[config.mk]
export PLATFORM = sky130hd
export DESIGN_NAME = iterative_divider
export DESIGN_NICKNAME = d
export VERILOG_FILES = /design/src/rtl/iterative_divider_pkg.sv /design/src/rtl/divider_step.sv /design/src/rtl/iterative_divider.sv
export SDC_FILE = /design/constraint.sdc
export NUM_CORES = 1
export LEC_CHECK = 0
export CAP_MARGIN = 20
export CORE_ASPECT_RATIO = 1.2
export CORE_MARGIN = 2
export CORE_UTILIZATION = 40
export CTS_CLUSTER_DIAMETER = 120
export DETAILED_ROUTE_END_ITERATION = 8
export PLACE_DENSITY = 0.62
export REMOVE_ABC_BUFFERS = 1
export SYNTH_ARGS = -nofsm -noshare
export SYNTH_HDL_FRONTEND = slang
export SYNTH_SLANG_ARGS = --single-unit
[constraint.sdc]
create_clock -name clk -period 6.8 [get_ports clk]
set_input_delay 1.7 -clock clk [delete_from_list [all_inputs] [get_ports clk]]
set_output_delay 1.7 -clock clk [all_outputs]
set_load 0.005 [all_outputs]
[src/rtl/iterative_divider_pkg.sv]
// rtl/iterative_divider_pkg.sv - shared types and operation decode for the iterative divider
//
// Purpose: divide/remainder operation encoding, divider FSM states and a
// decode helper used by the top module.
// Ports: none (package).

`ifndef XLEN
`ifdef XLEN_64
`define XLEN 64
`else
`define XLEN 32
`endif
`endif

package iterative_divider_pkg;

  // The W members only exist on a 64-bit datapath; on a 32-bit core their
  // encodings are decoded as illegal.
  typedef enum logic [2:0] {
    DIV   = 3'd0,
    DIVU  = 3'd1,
    REM   = 3'd2,
    REMU  = 3'd3
`ifdef XLEN_64
    ,
    DIVW  = 3'd4,
    DIVUW = 3'd5,
    REMW  = 3'd6,
    REMUW = 3'd7
`endif
  } div_operation_e;

  typedef enum logic [1:0] {
    ST_IDLE = 2'd0,
    ST_BUSY = 2'd1,
    ST_DONE = 2'd2
  } div_state_e;

  typedef struct packed {
    logic legal;
    logic is_rem;
    logic is_signed;
    logic is_w;
  } op_decode_t;

  function automatic op_decode_t decode_op(input logic [2:0] op);
    op_decode_t d;
    d = '{legal: 1'b0, is_rem: 1'b0, is_signed: 1'b0, is_w: 1'b0};
    case (op)
      3'd0: d = '{legal: 1'b1, is_rem: 1'b0, is_signed: 1'b1, is_w: 1'b0};
      3'd1: d = '{legal: 1'b1, is_rem: 1'b0, is_signed: 1'b0, is_w: 1'b0};
      3'd2: d = '{legal: 1'b1, is_rem: 1'b1, is_signed: 1'b1, is_w: 1'b0};
      3'd3: d = '{legal: 1'b1, is_rem: 1'b1, is_signed: 1'b0, is_w: 1'b0};
`ifdef XLEN_64
      3'd4: d = '{legal: 1'b1, is_rem: 1'b0, is_signed: 1'b1, is_w: 1'b1};
      3'd5: d = '{legal: 1'b1, is_rem: 1'b0, is_signed: 1'b0, is_w: 1'b1};
      3'd6: d = '{legal: 1'b1, is_rem: 1'b1, is_signed: 1'b1, is_w: 1'b1};
      3'd7: d = '{legal: 1'b1, is_rem: 1'b1, is_signed: 1'b0, is_w: 1'b1};
`endif
      default: d = '{legal: 1'b0, is_rem: 1'b0, is_signed: 1'b0, is_w: 1'b0};
    endcase
    return d;
  endfunction

endpackage

[src/rtl/divider_step.sv]
// rtl/divider_step.sv - one combinational radix-2 restoring division step
//
// Purpose: shift remainder:quotient left by one, trial-subtract the divisor
// and keep the difference when it is non-negative.
// Ports:
//   rem_i  partial remainder (always < div_i)
//   quo_i  quotient / remaining dividend bits
//   div_i  divisor magnitude
//   rem_o  next partial remainder
//   quo_o  next quotient, new bit in position 0

module divider_step #(
  parameter int XLEN = 32
) (
  input  logic [XLEN-1:0] rem_i,
  input  logic [XLEN-1:0] quo_i,
  input  logic [XLEN-1:0] div_i,
  output logic [XLEN-1:0] rem_o,
  output logic [XLEN-1:0] quo_o
);

  // One extra bit: the shifted remainder can reach 2*div_i-1, and the top
  // bit of the difference acts as the borrow (negative trial result).
  logic [XLEN:0] shifted;
  logic [XLEN:0] diff;

  always_comb begin
    shifted = {rem_i, quo_i[XLEN-1]};
    diff    = shifted - {1'b0, div_i};
    quo_o   = {quo_i[XLEN-2:0], ~diff[XLEN]};
    rem_o   = diff[XLEN] ? shifted[XLEN-1:0] : diff[XLEN-1:0];
  end

endmodule

[src/rtl/iterative_divider.sv]
// rtl/iterative_divider.sv - multi-cycle restoring divide/remainder unit
//
// Purpose: DIV/DIVU/REM/REMU (plus W variants on 64-bit) with valid/ready
// handshakes on both operand and result sides.
// Ports:
//   clk           rising-edge clock
//   reset         synchronous active-low reset
//   Flush         squash the in-flight operation from any state
//   InValid       operands/operation valid
//   InReady       unit can accept (IDLE only)
//   DivOperation  operation select
//   DividendA     dividend
//   DivisorB      divisor
//   OutValid      DivResult/DivByZero valid
//   OutReady      consumer accepts the result
//   DivResult     quotient or remainder
//   DivByZero     divisor was zero (qualified by OutValid)

module iterative_divider
  import iterative_divider_pkg::*;
#(
  parameter int XLEN      = `XLEN,
  parameter int WORD_SIZE = 32
) (
  input  logic            clk,
  input  logic            reset,
  input  logic            Flush,
  input  logic            InValid,
  output logic            InReady,
  input  div_operation_e  DivOperation,
  input  logic [XLEN-1:0] DividendA,
  input  logic [XLEN-1:0] DivisorB,
  output logic            OutValid,
  input  logic            OutReady,
  output logic [XLEN-1:0] DivResult,
  output logic            DivByZero
);

  localparam int CNT_W  = $clog2(XLEN);
  localparam int WSHIFT = (XLEN > WORD_SIZE) ? (XLEN - WORD_SIZE) : 0;
  localparam logic [CNT_W-1:0] CNT_FULL = CNT_W'(XLEN - 1);
  localparam logic [CNT_W-1:0] CNT_WORD = CNT_W'(WORD_SIZE - 1);
  localparam logic [XLEN-1:0]  XLEN_MIN = {1'b1, {(XLEN-1){1'b0}}};

  // Shift-based extension so the same code works when XLEN == WORD_SIZE.
  function automatic logic [XLEN-1:0] sext_w(input logic [XLEN-1:0] x);
    return XLEN'($signed(x << WSHIFT) >>> WSHIFT);
  endfunction

  function automatic logic [XLEN-1:0] zext_w(input logic [XLEN-1:0] x);
    return (x << WSHIFT) >> WSHIFT;
  endfunction

  div_state_e      state_q, state_d;
  logic [CNT_W-1:0] cnt_q, cnt_d;
  logic [XLEN-1:0] rem_q, rem_d;
  logic [XLEN-1:0] quo_q, quo_d;
  logic [XLEN-1:0] dvs_q, dvs_d;
  logic            is_rem_q, is_rem_d;
  logic            is_w_q, is_w_d;
  logic            neg_quo_q, neg_quo_d;
  logic            neg_rem_q, neg_rem_d;
  logic [XLEN-1:0] result_q, result_d;
  logic            dbz_q, dbz_d;
  logic            out_valid_q, out_valid_d;

  // Accept-time operand preparation.
  op_decode_t      dec;
  logic [XLEN-1:0] a_ext, b_ext, a_abs, b_abs;
  logic            a_neg, b_neg;
  logic            b_zero, overflow;
  logic [XLEN-1:0] min_val;
  logic [XLEN-1:0] quo_init;
  logic [XLEN-1:0] rem_dz;

  always_comb begin
    dec = decode_op(DivOperation);
    if (dec.is_w) begin
      a_ext   = dec.is_signed ? sext_w(DividendA) : zext_w(DividendA);
      b_ext   = dec.is_signed ? sext_w(DivisorB)  : zext_w(DivisorB);
      min_val = sext_w(XLEN'(1) << (WORD_SIZE - 1));
    end else begin
      a_ext   = DividendA;
      b_ext   = DivisorB;
      min_val = XLEN_MIN;
    end
    a_neg    = dec.is_signed & a_ext[XLEN-1];
    b_neg    = dec.is_signed & b_ext[XLEN-1];
    a_abs    = a_neg ? -a_ext : a_ext;
    b_abs    = b_neg ? -b_ext : b_ext;
    b_zero   = (b_ext == '0);
    overflow = dec.is_signed & (a_ext == min_val) & (b_ext == '1);
    // W dividends start at the top so WORD_SIZE shifts consume every bit.
    quo_init = dec.is_w ? (a_abs << WSHIFT) : a_abs;
    rem_dz   = dec.is_w ? sext_w(DividendA) : DividendA;
  end

  logic [XLEN-1:0] step_rem, step_quo;

  divider_step #(
    .XLEN (XLEN)
  ) u_step (
    .rem_i (rem_q),
    .quo_i (quo_q),
    .div_i (dvs_q),
    .rem_o (step_rem),
    .quo_o (step_quo)
  );

  // Sign fixup applied to the final step's outputs.
  logic [XLEN-1:0] fix_quo, fix_rem, fix_sel, fix_res;

  always_comb begin
    fix_quo = neg_quo_q ? -step_quo : step_quo;
    fix_rem = neg_rem_q ? -step_rem : step_rem;
    fix_sel = is_rem_q ? fix_rem : fix_quo;
    fix_res = is_w_q ? sext_w(fix_sel) : fix_sel;
  end

  always_comb begin
    state_d     = state_q;
    cnt_d       = cnt_q;
    rem_d       = rem_q;
    quo_d       = quo_q;
    dvs_d       = dvs_q;
    is_rem_d    = is_rem_q;
    is_w_d      = is_w_q;
    neg_quo_d   = neg_quo_q;
    neg_rem_d   = neg_rem_q;
    result_d    = result_q;
    dbz_d       = dbz_q;
    out_valid_d = out_valid_q;

    case (state_q)
      ST_IDLE: begin
        if (InValid) begin
          is_rem_d  = dec.is_rem;
          is_w_d    = dec.is_w;
          neg_quo_d = a_neg ^ b_neg;
          neg_rem_d = a_neg;
          if (!dec.legal) begin
            state_d     = ST_DONE;
            result_d    = 'x;
            dbz_d       = 1'b0;
            out_valid_d = 1'b1;
          end else if (b_zero) begin
            state_d     = ST_DONE;
            result_d    = dec.is_rem ? rem_dz : '1;
            dbz_d       = 1'b1;
            out_valid_d = 1'b1;
          end else if (overflow) begin
            state_d     = ST_DONE;
            result_d    = dec.is_rem ? '0 : a_ext;
            dbz_d       = 1'b0;
            out_valid_d = 1'b1;
          end else begin
            state_d = ST_BUSY;
            cnt_d   = dec.is_w ? CNT_WORD : CNT_FULL;
            rem_d   = '0;
            quo_d   = quo_init;
            dvs_d   = b_abs;
          end
        end
      end
      ST_BUSY: begin
        rem_d = step_rem;
        quo_d = step_quo;
        if (cnt_q == '0) begin
          state_d     = ST_DONE;
          result_d    = fix_res;
          dbz_d       = 1'b0;
          out_valid_d = 1'b1;
        end else begin
          cnt_d = cnt_q - 1'b1;
        end
      end
      ST_DONE: begin
        if (OutReady) begin
          state_d     = ST_IDLE;
          out_valid_d = 1'b0;
        end
      end
      default: begin
        state_d     = ST_IDLE;
        out_valid_d = 1'b0;
      end
    endcase

    // Squash wins over both accept and the result handshake.
    if (Flush) begin
      state_d     = ST_IDLE;
      out_valid_d = 1'b0;
    end
  end

  always_ff @(posedge clk) begin
    if (!reset) begin
      state_q     <= ST_IDLE;
      cnt_q       <= '0;
      rem_q       <= '0;
      quo_q       <= '0;
      dvs_q       <= '0;
      is_rem_q    <= 1'b0;
      is_w_q      <= 1'b0;
      neg_quo_q   <= 1'b0;
      neg_rem_q   <= 1'b0;
      result_q    <= '0;
      dbz_q       <= 1'b0;
      out_valid_q <= 1'b0;
    end else begin
      state_q     <= state_d;
      cnt_q       <= cnt_d;
      rem_q       <= rem_d;
      quo_q       <= quo_d;
      dvs_q       <= dvs_d;
      is_rem_q    <= is_rem_d;
      is_w_q      <= is_w_d;
      neg_quo_q   <= neg_quo_d;
      neg_rem_q   <= neg_rem_d;
      result_q    <= result_d;
      dbz_q       <= dbz_d;
      out_valid_q <= out_valid_d;
    end
  end

  assign InReady   = (state_q == ST_IDLE);
  assign OutValid  = out_valid_q;
  assign DivResult = result_q;
  assign DivByZero = dbz_q;

endmodule

**Run 1: clock wiring as the flow saved it**

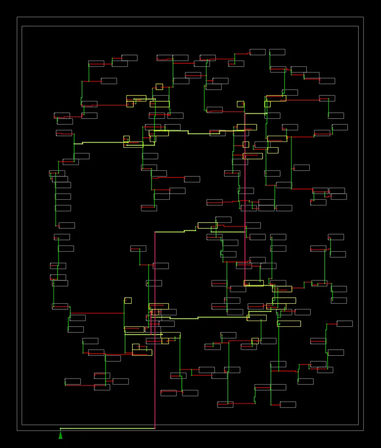
Skew-Pair Late Insertion Delay: 0.44 ns
clock tree buffer count of the final layout: 18
clk sinks: 140

**Run 1: signal metal coverage by tile**

Bar = 50 um. The die is cut into 33 by 39 equal tiles; dark blue is low, red is high, scaled to the fullest tile. Values are wire area over tile area, all layers added.
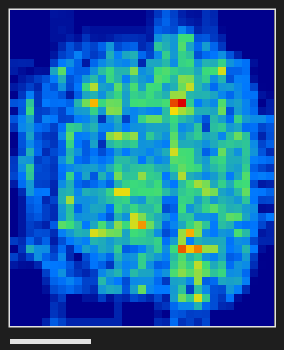
The mean over all tiles is 0.20. 8.5% of the tiles are over half the peak. The densest ninth of the die: center. 16% of the tiles are nearly empty. The fullest tile reaches 0.82.

==> results.json, run 1 <==
{
  "antenna_found_initial": 0,
  "gp_congestion": 0.882,
  "powerDensity_mw_per_mm2": 186,
  "diodes": 0,
  "synthFlopType": "dfxtp_1",
  "port_buffers": 106,
  "maxSlewHeadroom": 0.367,
  "intPower_w": 0.00171,
  "crit_path_max_incr_delay_ns": 0.60,
  "drcViolationCount": 0,
  "ys_warn_count": 0,
  "cp_slowest_cell": "or4_1",
  "syn_area_per_cell_um2": 7.31,
  "warning_count": 27,
  "worst_hold_slack_ns": 0.461,
  "most-common-layout-cells": "196 x nor2_1, 162 x nand2_1, 155 x a21oi_1",
  "viasPerCell": 6.03,
  "synth_top_cell_by_count": "nor2_1",
  "finalClockSkew_ns": 0.0108,
  "dr.pass1.iters": 5,
  "layout_setup_ws_ns": 1.33,
  "crit_chain": "clkdlybuf4s50_1 -> or4_1 -> or4_1 -> and4bb_2 -> and2_1 -> nor3_1 -> nand2b_4 -> a21oi_4 -> buf_4 -> nand2_1 -> a221oi_1 -> a22o_1",
  "swShare": 0.344,
  "cts_buffers": 17,
  "ys_ff": 140,
  "grt_usage": 0.253,
  "crit_path_end_kind": "register",
  "die-width_um": 163,
  "syn_area_mm2": 0.0121,
  "comb_power_share": 0.275,
  "grt_max_degree": 65,
  "yosysUniqueCellTypes": 99,
  "worstPathRequired_ns": 7.18,
  "yosysTopAreaCellShare": 0.231,
  "hold_end": "OutValid$_SDFFE_PP0P_",
  "grt_pass1_wl_um": 64400,
  "finalCritPeriodShare": 0.804,
  "worst_pin_slew_ns": 0.943,
  "r2r-end": "DivResult[26]$_SDFFE_PN0P_",
  "h-tree-depth": 4,
  "arrival_ns": 5.85,
  "edf_count": 0,
  "setup-violations-final": 0,
  "crit_fanout": 21,
  "finalCriticalPeriod_ns": 5.47,
  "die_height_um": 195,
  "critPathLaunchType": "primary input",
  "leakagePower_nw": 5.10,
  "drv_cap": 0,
  "area_growth_pct": 15.6,
  "holdPathStages": 2,
  "cp_top_family": "simple AND/OR/NAND/NOR gates",
  "drive_above_1_share": 0.0643,
  "hold_buffers": 0,
  "yosys-top-cells-area": "dfxtp_1 23%, a21oi_1 6.4%, nor2_1 6.1%",
  "dp_hpwl_um": 30500,
  "cts_tree": "done",
  "vdd_drop_max_mv": 0.161,
  "cts_root_buffer": "clkbuf_16",
  "startpoint": "DivisorB[10]",
  "rr_worst_depth": 19,
  "place_ws_ns": 0.925,
  "regToRegSetupSlack_ns": 1.38,
  "finalMaxSlewViolations": 0,
  "drt_iter0_markers": 903,
  "clock_path_buffers": 2,
  "grt_setup_unrepaired": "no",
  "grt_overflow_total": 0,
  "wl_per_cell_um": 19.3,
  "clk_pin_slew_worst_paths_ns": 0.07,
  "post_cts_buffers": 0,
  "path_depth": 12,
  "clockPowerShare": 0.374,
  "cp.buffers_inverters": 2,
  "ioPinCount": 107,
  "synth_area_leader_cell": "dfxtp_1",
  "synthTopCellsByCount": "197 x nor2_1, 162 x nand2_1, 156 x a21oi_1, 140 x dfxtp_1, 97 x o21ai_0",
  "async_reset_ff_frac": 0,
  "cp-endpoint": "DivResult[4]$_SDFFE_PN0P_",
  "die_area_mm2": 0.0317,
  "setup_tns_ns": 0,
  "ys_cells": 1658,
  "final_nets": 1809,
  "layout_top_cell": "nor2_1",
  "hold_start": "OutValid$_SDFFE_PP0P_",
  "reg2reg_from": "rem_q[9]$_SDFFE_PN0P_",
  "grt_pass1_vias": 11900,
  "fmaxAchievable_mhz": 183,
  "min_path_type": "reg -> reg",
  "postSynthSeqShare": 0.231,
  "antenna_left": 0,
  "synth_cells": 1658,
  "final_cells": 2100,
  "placedCellCount": 2068,
  "hold_viol": 0,
  "cts_resized": 0,
  "worstSetupPathType": "in -> reg",
  "power_switching_w": 0.000897,
  "crit_top_cell": "or4_1",
  "status": "finished clean",
  "synth_chip_area_mm2": 0.0121,
  "pwr-share-seq": 0.351,
  "floorplan.core_util": 0.408
}
**Run 1: metal 1**

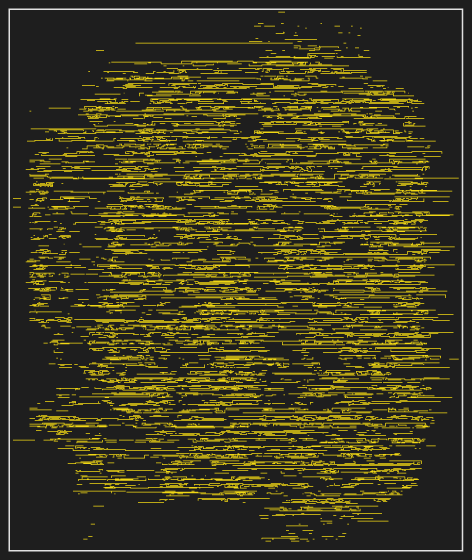
The layer carries 17,600 um of wire. The longest straight run is 56.6 um.
GR Util met1: 0.328
Vias: 12,700
Post-Route WL: 40,500 um

**Run 1: cell classes on the final placement**

Fill, decap, tap and diode cells in gray.
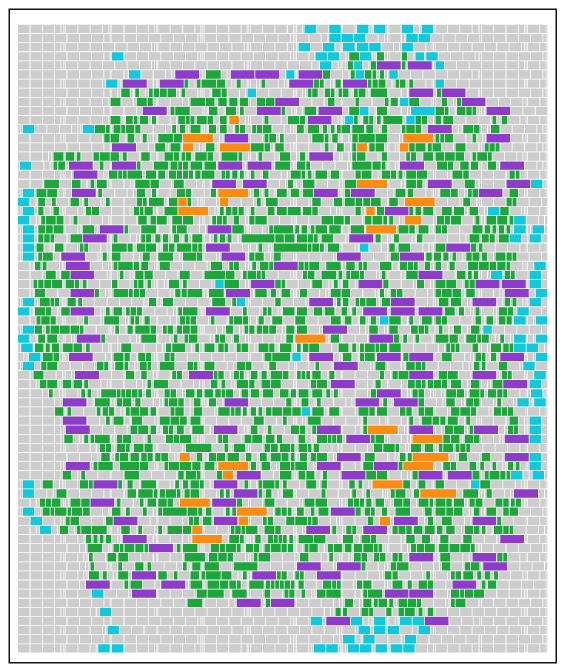
Orange stands for clock drivers and dummy loads, cells 32. Purple stands for flip-flops, cells 140. Cyan stands for other buffers and delay cells, cells 127. Green stands for all other logic, cells 1,411.
sequential share of cell area: 0.200
row cnt: 69
Final Core Density: 0.472
core area: 0.0297 mm^2
Final Cell Area: 0.0140 mm^2

[run 1: stage by stage]
stage          area [um^2]  total power (W)
6_report             14000          0.00261
5_1_grt              14000          0.00273
4_1_cts              14000          0.00261
3_5_place_dp         13400          0.00164
3_3_place_gp         13400          0.00164
2_1_floorplan        11700          0.00139
[run 1: power groups by stage]
stage                     clock, W  combinational (W)  sequential [W]
after floorplan                  0           0.000465        0.000923
after global placement           0           0.000703        0.000933
after detailed placement         0           0.000710        0.000934
after CTS                 0.000983           0.000714        0.000916
after global routing       0.00102           0.000789        0.000922
final                     0.000975           0.000717        0.000917
[run 1: final cells by class]
cell class	instances	area, um^2
Fill cell	3040	15700
Multi-Input combinational cell	1358	8690
Sequential cell	140	2800
Timing Repair Buffer	127	1230
Tap cell	390	488
Clock buffer	18	439
Inverter	53	200
Clock inverter	14	160
[run 1: metal layers]
metal | vias to the layer above | share of wire | global-route usage
li1 | 6200 | - | -
met1 | 5975 | 0.43 | 0.328
met2 | 430 | 0.48 | 0.433
met3 | 58 | 0.054 | 0.0292
met4 | 0 | 0.029 | 0.0882
met5 | - | 0 | 0
[run 1: sequential cells by signal (all words and copies together) (netlist names)]
register,flops
DivResult,32
dvs_q,32
quo_q,32
rem_q,32
cnt_q,5
state_q,2
DivByZero,1
OutValid,1
is_rem_q,1
neg_quo_q,1
neg_rem_q,1
[run 1: kinds of logic (layout without fill, tap and decap cells)]
group                      after synthesis  count (layout)  synth area share
buffers and inverters                  160             212            0.0549
AOI/OAI and AO/OA                      570             570             0.319
adders and majority gates               43              43            0.0444
DFF                                    140             140             0.231
and+or+nand+nor                        584             584             0.230
muxes                                   37              37            0.0315
xor gates and xnor gates               124             124            0.0896
--- run 2 (diff from run 1) ---
clock period = 5.5 ns   (was 6.8 ns; I/O delays follow)
==> run 2 against run 1 <==
  * Clock skew rose by 0.0016 ns
  * Global-route usage rose by 0.093 points
  * Synthesized area did not move
  * Worst setup slack got worse by 0.79 ns
  * Largest cell class unchanged
  * Highest routed layer unchanged
==> results.json, run 2 <==
{
  "status": "finished clean",
  "antenna_left": 0,
  "drt_iter0_markers": 1031,
  "worst_pin_slew_ns": 0.986,
  "grt_pass1_vias": 11800,
  "fmaxAchievable_mhz": 201,
  "synth_cells": 1658,
  "yosysTopAreaCellShare": 0.231,
  "edf_count": 0,
  "dr.pass1.iters": 7,
  "die_area_mm2": 0.0317,
  "area_share_clock_buf_inv": 0.0380,
  "buffers": 141,
  "ys_cells": 1658,
  "synthFlopType": "dfxtp_1",
  "ys_warn_count": 0,
  "crit_path_max_incr_delay_ns": 0.57,
  "cp_slowest_cell": "ha_1",
  "cts_resized": 0,
  "die_height_um": 195,
  "most-common-layout-cells": "196 x nor2_1, 162 x nand2_1, 155 x a21oi_1",
  "arrival_ns": 5.33,
  "synthTopCellsByCount": "197 x nor2_1, 162 x nand2_1, 156 x a21oi_1, 140 x dfxtp_1, 97 x o21ai_0",
  "cts_buffers": 17,
  "synth_top_cell_by_count": "nor2_1",
  "leakagePower_nw": 5.15,
  "cts_num_sinks": 140,
  "clk_pin_slew_worst_paths_ns": 0.06,
  "powerDensity_mw_per_mm2": 222,
  "grt_overflow_total": 0,
  "vias": 12600,
  "ioPinCount": 107,
  "port_buffers": 106,
  "buffer_area_frac": 0.0960,
  "syn_area_per_cell_um2": 7.31,
  "grt_pass1_wl_um": 64300,
  "placedCellCount": 2082,
  "setup_tns_ns": 0,
  "dominant-cell-class": "logic gates",
  "async_reset_ff_frac": 0,
  "syn_area_mm2": 0.0121,
  "fillCellCount": 3061,
  "worstPathRequired_ns": 5.86,
  "core.rowCount": 69,
  "die-width_um": 163,
  "worstSetupPathType": "reg -> reg",
  "layout_top_cell": "nor2_1",
  "cp.buffers_inverters": 1,
  "vdd_drop_max_mv": 0.197,
  "finalClockSkew_ns": 0.0124,
  "synth_chip_area_mm2": 0.0121,
  "finalMaxSlewViolations": 0,
  "grt_usage": 0.254,
  "h-tree-depth": 4,
  "setup-violations-final": 0,
  "critPathLaunchType": "register",
  "logic_area_mm2": 0.00868,
  "warning_count": 27,
  "floorplan.core_util": 0.408,
  "final_nets": 1823,
  "seq_cells": 140
}
[run 2: path summary, 6_finish.rpt]
kind,start,to,slack [ns],depth (start not counted)
min reg2reg,OutValid$_SDFFE_PP0P_,OutValid$_SDFFE_PP0P_,0.47,2
min,OutValid$_SDFFE_PP0P_,OutValid$_SDFFE_PP0P_,0.47,2
max,rem_q[9]$_SDFFE_PN0P_,DivResult[26]$_SDFFE_PN0P_,0.54,19
max reg2reg,rem_q[9]$_SDFFE_PN0P_,DivResult[26]$_SDFFE_PN0P_,0.54,19
[run 2: cells by family (layout without fill, tap and decap cells)]
family          count (synthesis)  in the layout  share of synthesized area
compound gates                570            570                      0.319
xor+xnor                      124            124                     0.0896
fa+ha+maj                      43             43                     0.0444
buf+inv                       160            225                     0.0549
flops                         140            140                      0.231
mux                            37             37                     0.0315
simple gates                  584            584                      0.230
[run 2: routing by layer]
metal	global-route usage	up-vias	share of wire
met5	0	-	0
met4	0.110	0	0.039
met3	0.0220	72	0.047
met2	0.425	401	0.47
met1	0.333	5939	0.44
li1	-	6223	-
[run 2: per-stage QoR]
| stage | hold WS (ns) | setup slack [ns] |
|---|---|---|
| final | 0.467 | 0.537 |
| after floorplan | 0.446 | -0.836 |
| after CTS | 0.469 | 0.563 |
| after global routing | 0.491 | 0.201 |
| after global placement | 0.462 | 0.343 |
| after detailed placement | 0.459 | 0.299 |
[run 2: power breakdown]
| part | total [W] | internal [W] | switching, W |
|---|---|---|---|
| Combinational | 0.000895 | 0.000361 | 0.000534 |
| Clock | 0.00109 | 0.000589 | 0.000503 |
| Sequential | 0.00113 | 0.00107 | 0.0000604 |
| Total | 0.00312 | 0.00202 | 0.00110 |
**Run 2: cell classes on the final placement**

Fill, decap, tap and diode cells in gray.
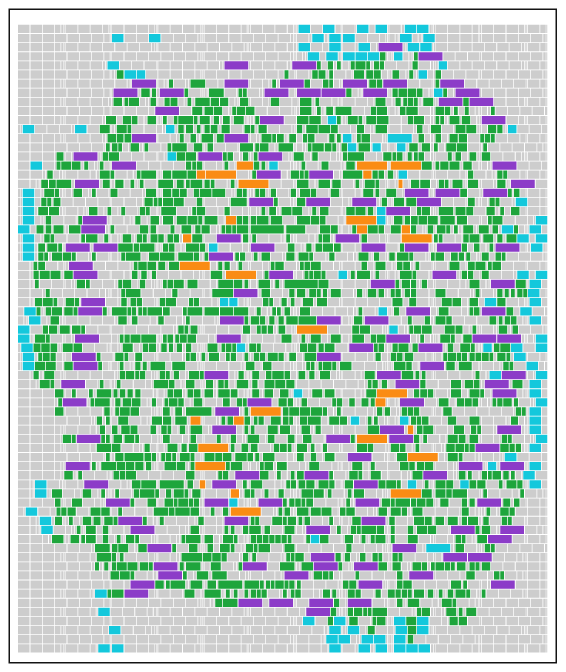
Orange stands for clock drivers and dummy loads, cells 31. Cyan stands for other buffers and delay cells, cells 141. Purple stands for flip-flops, cells 140. Green stands for all other logic, cells 1,411.
sequential share of cell area: 0.199
Final Cell Area: 0.0141 mm^2
Final Core Density: 0.473

**Run 2: metal 1**

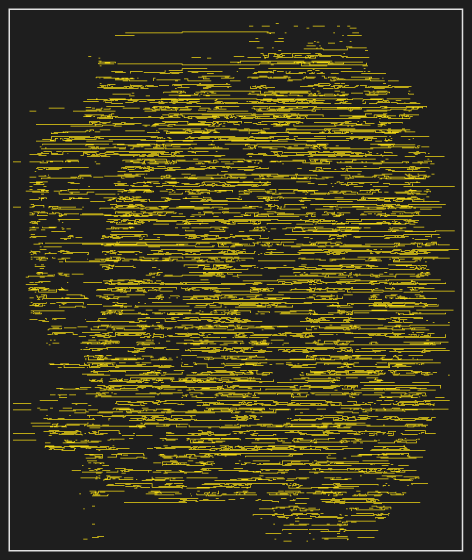
The layer carries 18,000 um of wire. The layer holds 44% of the routed length. 1,668 nets have wire on it.

**Run 2: metal 3**

Bar = 50 um.
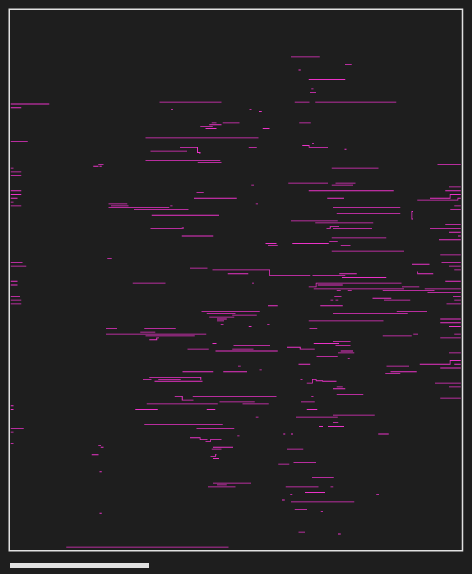
The wires run mostly horizontal. The layer holds 4.8% of the routed length.

--- run 3 (diff from run 2) ---
CTS_CLUSTER_SIZE = 30   (was unset)
SLEW_MARGIN = 20   (was unset)
==> run 3 against run 2 <==
  * Flip-flop count is the same
  * Routed wire length is the same
  * Final area did not move
  * Clock power is essentially flat
  * Hold slack unchanged
  * Synthesized cell count unchanged
  * Worst setup slack unchanged
  * Critical endpoint unchanged
==> results.json, run 3 <==
{
  "route.met2.wl_um": 19300,
  "min_path_type": "reg -> reg",
  "viasPerCell": 5.98,
  "fin_area_mm2": 0.0141,
  "dp_hpwl_um": 31100,
  "ys_cells": 1658,
  "crit_fanout": 14,
  "cts_buffers": 17,
  "cts_root_buffer": "clkbuf_16",
  "finalMaxSlewViolations": 0,
  "adder_share": 0.0444,
  "grt_overflow_total": 0,
  "startpoint": "rem_q[9]$_SDFFE_PN0P_",
  "cp.buffers_inverters": 1,
  "comb_power_share": 0.287,
  "synth_cells": 1658,
  "vdd_drop_max_mv": 0.197,
  "syn_area_per_cell_um2": 7.31,
  "setup_tns_ns": 0,
  "gp_congestion": 0.888,
  "rr_worst_depth": 19,
  "synthSimpleGateAreaFrac": 0.230,
  "grt_setup_unrepaired": "no",
  "core.rowCount": 69,
  "reg2reg_from": "rem_q[9]$_SDFFE_PN0P_",
  "most-common-layout-cells": "196 x nor2_1, 162 x nand2_1, 155 x a21oi_1",
  "crit_path_max_incr_delay_ns": 0.57,
  "edf_count": 0,
  "hold_buffers": 0,
  "async_reset_ff_frac": 0,
  "yosys-top-cells-area": "dfxtp_1 23%, a21oi_1 6.4%, nor2_1 6.1%",
  "syn_area_mm2": 0.0121,
  "drv_cap": 0,
  "powerDensity_mw_per_mm2": 222,
  "antenna_left": 0,
  "arrival_ns": 5.33,
  "vias": 12600,
  "layout_setup_ws_ns": 0.537,
  "met1_usage": 0.333,
  "status": "finished clean",
  "critPathLaunchType": "register",
  "grt_pass1_wl_um": 64300,
  "pwr-share-seq": 0.363,
  "warning_count": 27,
  "dr_wl_met3_um": 1940,
  "busiest_layer": "met2",
  "fillCellCount": 3061,
  "dr.pass1.iters": 7,
  "crit_path_end_kind": "register",
  "diodes": 0,
  "top_layer": "met4",
  "die-width_um": 163,
  "synthFlopType": "dfxtp_1",
  "synthTopCellsByCount": "197 x nor2_1, 162 x nand2_1, 156 x a21oi_1, 140 x dfxtp_1, 97 x o21ai_0",
  "holdPathStages": 2,
  "leakagePower_nw": 5.15,
  "clockPowerShare": 0.350,
  "logic_area_mm2": 0.00868,
  "finalCriticalPeriod_ns": 4.96,
  "place_area_mm2": 0.0135,
  "worstPathRequired_ns": 5.86,
  "crit_chain": "ha_1 -> nand4_1 -> nor3_2 -> o211ai_4 -> a211oi_2 -> o31a_4 -> nor2_4 -> inv_2 -> nor2_1 -> a21oi_1 -> ha_1 -> o21ai_0 -> nor3_1 -> nand4_1 -> o31a_1 -> or3_1 -> o41ai_2 -> xor2_1 -> o2bb2ai_1",
  "final_cells": 2113,
  "synth_chip_area_mm2": 0.0121,
  "grt_usage": 0.254,
  "worst_pin_slew_ns": 0.986,
  "yosysTopAreaCellShare": 0.231,
  "cp_top_family": "AND-OR/OR-AND gates",
  "mux_share": 0.0315,
  "ioPinCount": 107,
  "ys_sh_xor": 0.0896,
  "drive_above_1_share": 0.0708,
  "ys_warn_count": 0,
  "wl_per_cell_um": 19.3,
  "cts_num_sinks": 140
}
run 3: power groups by stage:
stage | logic, W | registers (W) | clock network [W]
floorplan | 0.000575 | 0.00114 | 0
global placement | 0.000876 | 0.00115 | 0
detailed placement | 0.000883 | 0.00116 | 0
CTS | 0.000888 | 0.00113 | 0.00109
global route | 0.000982 | 0.00114 | 0.00114
finish | 0.000895 | 0.00113 | 0.00109
run 3: worst reg2reg max path, stage by stage, from the launching register on:
cell and delay [ns]:
dfxtp_1 0.40, ha_1 0.58, nand4_1 0.20, nor3_2 0.27
o211ai_4 0.13, a211oi_2 0.41, o31a_4 0.20, nor2_4 0.05
inv_2 0.18, nor2_1 0.06, a21oi_1 0.23, ha_1 0.24
o21ai_0 0.11, nor3_1 0.40, nand4_1 0.15, o31a_1 0.19
or3_1 0.37, o41ai_2 0.38, xor2_1 0.21, o2bb2ai_1 0.13
run 3: per-stage QoR:
step           utilization  power, W
5_1_grt              0.473   0.00327
3_5_place_dp         0.455   0.00204
4_1_cts              0.473   0.00311
6_report             0.473   0.00312
2_1_floorplan            -   0.00172
3_3_place_gp         0.455   0.00203
run 3: cell type report:
class / count / share of cell area
multi-input combinational: 1358 / 0.618
clock buffer: 19 / 0.0315
timing repair buffer: 141 / 0.0960
sequential: 140 / 0.199
tap: 390 / 0.0347
inverter: 53 / 0.0142
clock inverter: 12 / 0.00650
run 3: final timing paths:
path / to / slack (ns)
setup / recovery: DivResult[26]$_SDFFE_PN0P_ / 0.54
hold / removal: OutValid$_SDFFE_PP0P_ / 0.47
setup reg to reg: DivResult[26]$_SDFFE_PN0P_ / 0.54
hold reg to reg: OutValid$_SDFFE_PP0P_ / 0.47
**Run 3: cell classes on the final placement**

Fill, decap, tap and diode cells in gray.
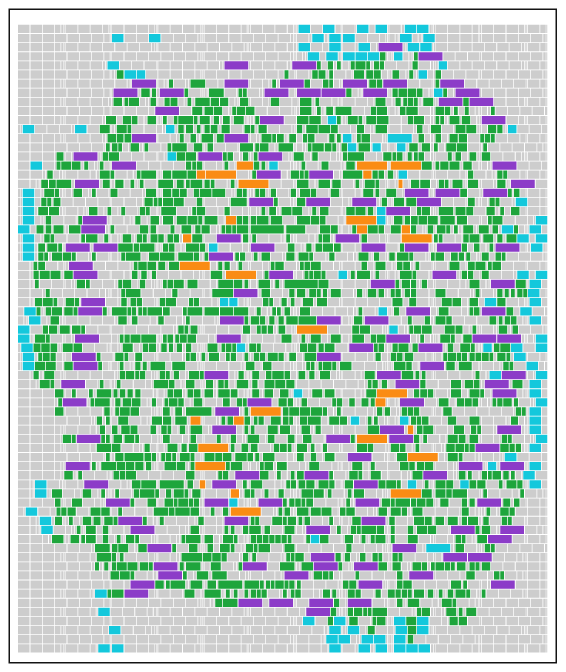
Cyan stands for other buffers and delay cells, cells 141. Purple stands for flip-flops, cells 140. Orange stands for clock drivers and dummy loads, cells 31. Green stands for all other logic, cells 1,411.

**Run 3: clock wiring as the flow saved it**

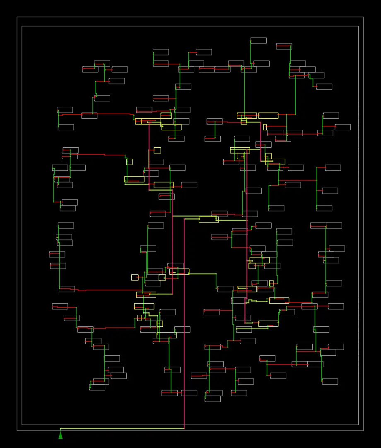
flip-flops: 140
clock tree buffer count of the final layout: 19

**Run 3: metal 1**

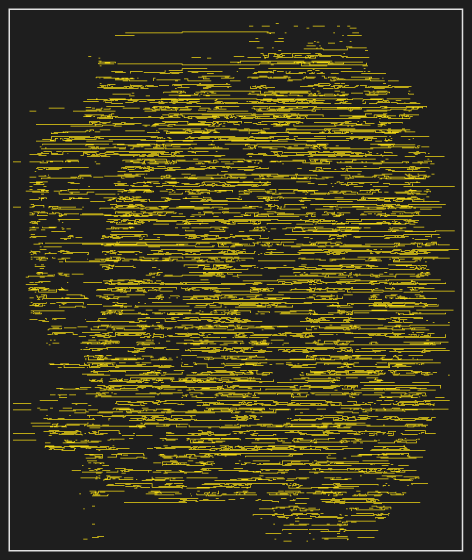
The longest straight run is 49.4 um. 1,668 nets have wire on it. The wires run mostly horizontal.

Power figures rest on the tool's default switching activity, not on a simulated workload.
